==> src/rtl/adder_accum_nbit.sv <==
// adder_accum_nbit: valid/ready operand accumulator with IDLE/ACC/HOLD FSM; ADDER_ACCUM_SAT_EN enables saturation
module adder_accum_nbit #(
    parameter int N         = 10,
    parameter int ACC_W     = 12,
    parameter int MAX_BEATS = 4
) (
    input  logic             clk,
    input  logic             rst_n,
    input  logic             in_valid,
    output logic             in_ready,
    input  logic [N-1:0]     in_data,
    input  logic             in_last,
    output logic             out_valid,
    input  logic             out_ready,
    output logic [ACC_W-1:0] out_sum,
    output logic [7:0]       out_count,
    output logic             out_ovf
);
    typedef enum logic [1:0] {IDLE, ACC, HOLD} state_t;
    state_t state, state_nx;
    logic [ACC_W-1:0] acc, acc_nx;
    logic [7:0] cnt, cnt_nx, cnt_inc;
    logic ovf, ovf_nx, fire;
    logic [ACC_W:0] sum;
    always_comb begin
        in_ready  = state != HOLD;
        out_valid = state == HOLD;
        fire      = in_valid && in_ready;
        sum       = {1'b0, acc} + {{(ACC_W+1-N){1'b0}}, in_data};
        cnt_inc   = cnt + 8'd1;
        state_nx  = state;
        acc_nx    = acc;
        cnt_nx    = cnt;
        ovf_nx    = ovf;
        if (state == IDLE && fire) begin
            acc_nx   = {{(ACC_W-N){1'b0}}, in_data};
            cnt_nx   = 8'd1;
            ovf_nx   = 1'b0;
            state_nx = (in_last || MAX_BEATS == 1) ? HOLD : ACC;
        end else if (state == ACC && fire) begin
            cnt_nx = cnt_inc;
            ovf_nx = ovf | sum[ACC_W];
`ifdef ADDER_ACCUM_SAT_EN
            acc_nx = ovf_nx ? '1 : sum[ACC_W-1:0];
`else
            acc_nx = sum[ACC_W-1:0];
`endif
            state_nx = (in_last || cnt_inc == 8'(MAX_BEATS)) ? HOLD : ACC;
        end else if (state == HOLD && out_ready) begin
            state_nx = IDLE;
        end
    end
    always_ff @(posedge clk) begin
        if (!rst_n) begin
            state <= IDLE;
            acc   <= '0;
            cnt   <= '0;
            ovf   <= 1'b0;
        end else begin
            state <= state_nx;
            acc   <= acc_nx;
            cnt   <= cnt_nx;
            ovf   <= ovf_nx;
        end
    end
    assign out_sum   = acc;
    assign out_count = cnt;
    assign out_ovf   = ovf;
endmodule

==> config.mk <==
export PLATFORM = sky130hd
export DESIGN_NAME = adder_accum_nbit
export DESIGN_NICKNAME = d
export VERILOG_FILES = /design/src/rtl/adder_accum_nbit.sv
export SDC_FILE = /design/constraint.sdc
export NUM_CORES = 1
export LEC_CHECK = 0
export ABC_AREA = 1
export CAP_MARGIN = 10
export CORE_ASPECT_RATIO = 1.1
export CORE_MARGIN = 4
export CORE_UTILIZATION = 45
export CTS_BUF_LIST = sky130_fd_sc_hd__clkbuf_16
export DETAILED_ROUTE_END_ITERATION = 16
export MAX_ROUTING_LAYER = met4
export PLACE_DENSITY = 0.84
export SLEW_MARGIN = 20
export SYNTH_ARGS = -nofsm -noshare
export SYNTH_HDL_FRONTEND = slang
export SYNTH_SLANG_ARGS = --single-unit
==> constraint.sdc <==
create_clock -name clk -period 1.9 [get_ports clk]
set_input_delay 0.38 -clock clk [delete_from_list [all_inputs] [get_ports clk]]
set_output_delay 0.38 -clock clk [all_outputs]
set_load 0.01 [all_outputs]
**Clock wiring as the flow saved it**

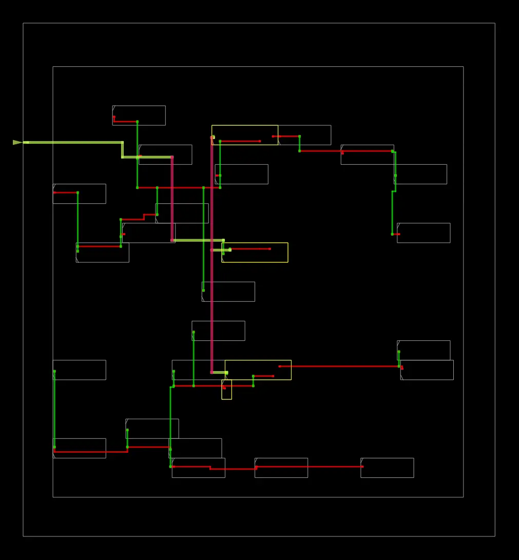
clock buffer count from CTS: 3
clk_skew: 0.00303 ns
number of clock-tree buffers in the layout: 3
sequential cell count of the final layout: 23

**M3 wires**

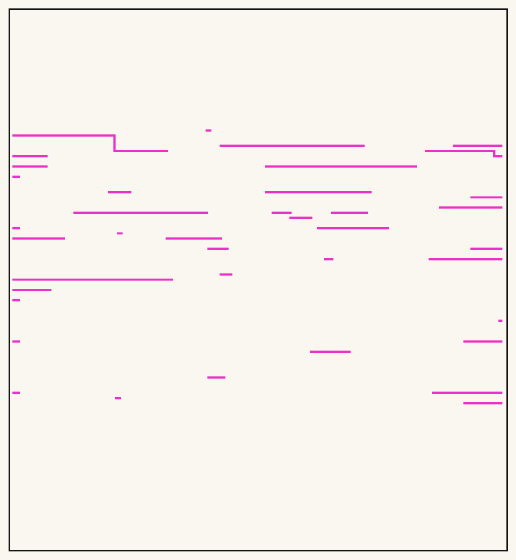
longest straight run: 20.9 um
share of all routed wire: 5.8%
nets with wire on the layer: 35
routed vias: 1,805
met3 track demand over resource: 3.92%

==> summary.rpt <==
OUTCOME
--------------------------------------------------------------------------------
Result of the run                                                   finished clean

ROUTING
--------------------------------------------------------------------------------
Antenna-violating nets left                                                    0
Amount of wire on met3 after detailed routing                             239 um
First-iteration detailed-routing DRC count                                    74
Routed length per instance                                               11.8 um
Post-route met1 wirelength                                               1770 um
Overall routed net length                                                4130 um
DR top layer                                                                met4
TritonRoute pass-1 iters                                                       4
Met2 wire length                                                         2050 um
Remaining DRCs                                                                 0
Drt via density                                                             5.14

FINAL TIMING
--------------------------------------------------------------------------------
Worst hold-check slack                                                  0.461 ns
Final period util                                                          93.3%
Number of max-slew violations in the final report                              0
Setup repair after global routing missed its margin                           no
Final hold vios                                                                0
Slew margin rel.                                                           79.0%
Max frequency                                                          0.564 GHz
Final period demand of the worst path                                    1.77 ns
Worst-Margin Slew                                                       0.313 ns
# setup viols final                                                            0
Final worst setup slack                                                 0.128 ns

CRITICAL PATH
--------------------------------------------------------------------------------
Launch point of the worst path                                        in_data[5]
CP endpoint kind                                                            flop
Cell-by-cell listing of the critical path                           clkdlybuf4s50_1, ha_1, buf_4, nand2_1, nor2_1, nand2_1, nand2_1, nand2_1, nand3_1, a21oi_1
Crit-path slowest cell                                              clkdlybuf4s50_1
Reg2Reg Launch Point                                                out_sum[0]$_SDFFE_PN0P_
Critical path launch point type                                       input port
Endpoint required time on the critical path                              2.04 ns
Kind of critical path                                               input port to flop
Stage delay of the slowest cell on the critical path                     0.43 ns
Worst-path fanout max                                                          4
Most prevalent standard cell on the critical path                        nand2_1
Arrival time worst endpoint                                              1.91 ns
Register-to-register setup slack                                         0.30 ns

YOSYS
--------------------------------------------------------------------------------
Post-synthesis cell type count                                                28
Yosys top cell area share                                                  28.1%
Synth Seq Share                                                            28.1%
Cell count after synthesis                                                   251
Net count after synthesis                                                    279
Chip area estimate from yosys synthesis                              0.00164 mm2
Yosys cell count                                                             251
Post-synthesis cell type with the largest combined area                  dfxtp_1
Synth Warn #                                                                   0
Leading post-synthesis cells by cell area                           dfxtp_1 28%, nand2_1 18%, ha_1 9.2%
Number of storage elements in the synthesis netlist                           23
Average cell area after synthesis                                       6.54 um2
Synthesized cell area                                                0.00164 mm2

CELLS AND AREA
--------------------------------------------------------------------------------
Non-Filler Instances                                                         351
Fin nets                                                                     332
Final design utilization                                                   67.3%
Area Overhead vs Synth                                                     40.0%
Layout fillers                                                               309
Inserted Diodes                                                                0
Share of cells above drive strength 1                                      13.2%

POWER
--------------------------------------------------------------------------------
Switching power total                                                     423 uW
Fraction of power consumed by sequential logic                             37.9%
Switching Share                                                            29.6%
Clk network pwr share                                                      31.8%
Leakage power figure                                                  0.00103 uW
Total power density per cell area                                     622 mW/mm2
Comb power frac                                                            30.3%
Internal power summed over all cells                                     1010 uW
Total chip power                                                         1430 uW

CLOCKING
--------------------------------------------------------------------------------
Clock transition at path regs                                            0.06 ns
Num Clock Sinks                                                               23
CTS root buffer                                                        clkbuf_16
Number of levels the H-tree was split into                                     1
Clock latency reported for the late side of the worst-skew pair          0.26 ns
TritonCTS clock tree                                                       built
Maximum clock path buffer count                                                2
Hold Buf Count CTS                                                             0

PLACED DESIGN
--------------------------------------------------------------------------------
Placement Setup Slack                                                  -0.310 ns
Count of placed standard cells including taps                                347
Post-detailed-placement half-perimeter wirelength                        3100 um
Count of buffers inserted at the top-level ports                              37
Gp weighted congestion                                                     0.907

GLOBAL ROUTE
--------------------------------------------------------------------------------
Number of antenna violations at the first check in global routing              0
Largest net degree at the start of global routing                             17
Vias in the first global route                                             1,679
Overall routing resource usage                                             19.2%
Final global-route overflow total                                              0
Global-route wire length before repair                                   7090 um

DIE
--------------------------------------------------------------------------------
Total die size                                                       0.00468 mm2
Number of rows created at floorplan                                           22
Starting density of the core                                               48.1%
IO Count                                                                      38

JOB
--------------------------------------------------------------------------------
# Max-Cap Violations                                                           0
OpenROAD warnings                                                             27

HOLD PATH
--------------------------------------------------------------------------------
Min-delay worst type                                                input port to flop
Start point of the worst min-delay path                               in_data[0]

**Power grid**

The bar under the picture is 20 um long. Pins as bars on the die edge.
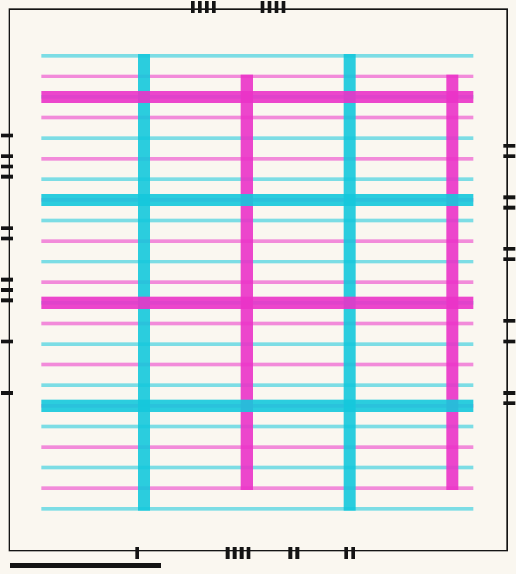
| colour | net |
|---|---|
| cyan | VSS |
| magenta | VDD |
met5 straps: 4
met1 rails: 23
signal pins: 38
rows: 22
Die Span X: 65.6 um
area of the core: 0.00341 mm2
maximum VDD drop: 340 uV
DIE HEIGHT: 71.3 um

==> cell usage after synthesis <==
cell and n:
xnor2_1 1, nor2_1 17, clkbuf_1 1, fa_1 1
nand2_1 79, a22oi_1 4, nand3b_1 3, buf_4 2
dfxtp_1 23, nor3_1 1, nand4_2 1, clkinv_1 1
nor2_2 3, nand2_4 1, buf_2 1, o21ai_0 9
a31oi_1 6, nand3_2 2, a21oi_1 19, o21a_1 1
ha_1 12, o211ai_1 4, nand4_1 2, nand2_2 2
inv_2 3, xor2_1 4, inv_1 27, nand3_1 21
==> timing repair <==
action,CTS,global route
endpoints found under the hold margin,0,0
setup buffers,0,0
pin swaps,0,3
resized,2,9
setup endpoints to repair,2,4
==> registers in the layout (all words and copies together) (netlist names) <==
register	flops
out_sum	12
out_ovf	1
state	2
out_count	8
==> through the flow <==
step	area [um2]	setup TNS, ns
floorplan	1640	0
global placement	2170	-1.31
detailed placement	2170	-1.66
CTS	2260	0
global route	2300	0
finish	2300	0
==> metal layers <==
metal	GRT usage, %	up-vias
met5	-	-
met4	7.37	0
met3	3.92	7
met2	32.5	52
met1	22.2	811
li1	-	935
==> cell families after synthesis <==
group	Yosys count	synth area share [%]
buf+inv	35	8.54
simple gates	132	35.4
fa+ha+maj	13	10.4
compound gates	43	15.0
flops	23	28.1
xor+xnor	5	2.67
==> cell type report <==
class	count	area, um2	area share [%]
clock inverter	1	3.75	0.163
multi-input combinational	193	1080	47.1
sequential	23	460	20.1
inverter	31	116	5.07
timing repair buffer	52	498	21.7
tap	48	60.1	2.62
clock buffer	3	75.1	3.27
==> worst paths after layout <==
path / cells after the start / end
worst min-delay path: 3 / out_sum[0]$_SDFFE_PN0P_
worst max register to register: 9 / out_sum[6]$_SDFFE_PN0P_
worst max-delay path: 10 / out_sum[8]$_SDFFE_PN0P_
worst min register to register: 2 / out_ovf$_SDFFE_PP0P_
==> worst max-delay path: cells and delay by family <==
kind	cells	cell delay, ns
compound gates	1	0.06
fa+ha+maj	1	0.34
buf+inv	2	0.55
simple gates	6	0.58
==> power by group through the flow <==
| stage | Combinational (uW) | Sequential, uW | Clock [uW] |
|---|---|---|---|
| floorplan | 223 | 559 | 0 |
| global placement | 406 | 550 | 0 |
| detailed placement | 413 | 551 | 0 |
| CTS | 418 | 541 | 470 |
| global route | 480 | 548 | 496 |
| finish | 432 | 542 | 454 |
==> placed cells by master, fill, tap and decap left out <==
cell type        count
a22oi_1              4
o211ai_1             4
o21a_1               1
o21ai_0              9
inv_2                3
xor2_1               4
nand3_1             20
buf_4               14
inv_1               28
xnor2_1              1
ha_2                 2
nor2_2               3
a21oi_2              4
nor2_1              17
a21oi_1             15
nand2_1             78
nand4_2              1
nand2_2              3
ha_4                 1
dfxtp_1             23
nand2_4              1
ha_1                 9
clkdlybuf4s50_1     36
clkinv_1             1
buf_12               1
nand4_1              2
nand3b_1             3
clkbuf_16            3
dlymetal6s2s_1       1
nand3_2              3
fa_2                 1
a31oi_1              6
nor3_1               1
No activity file was given, so power comes from the tool's default toggle rates.
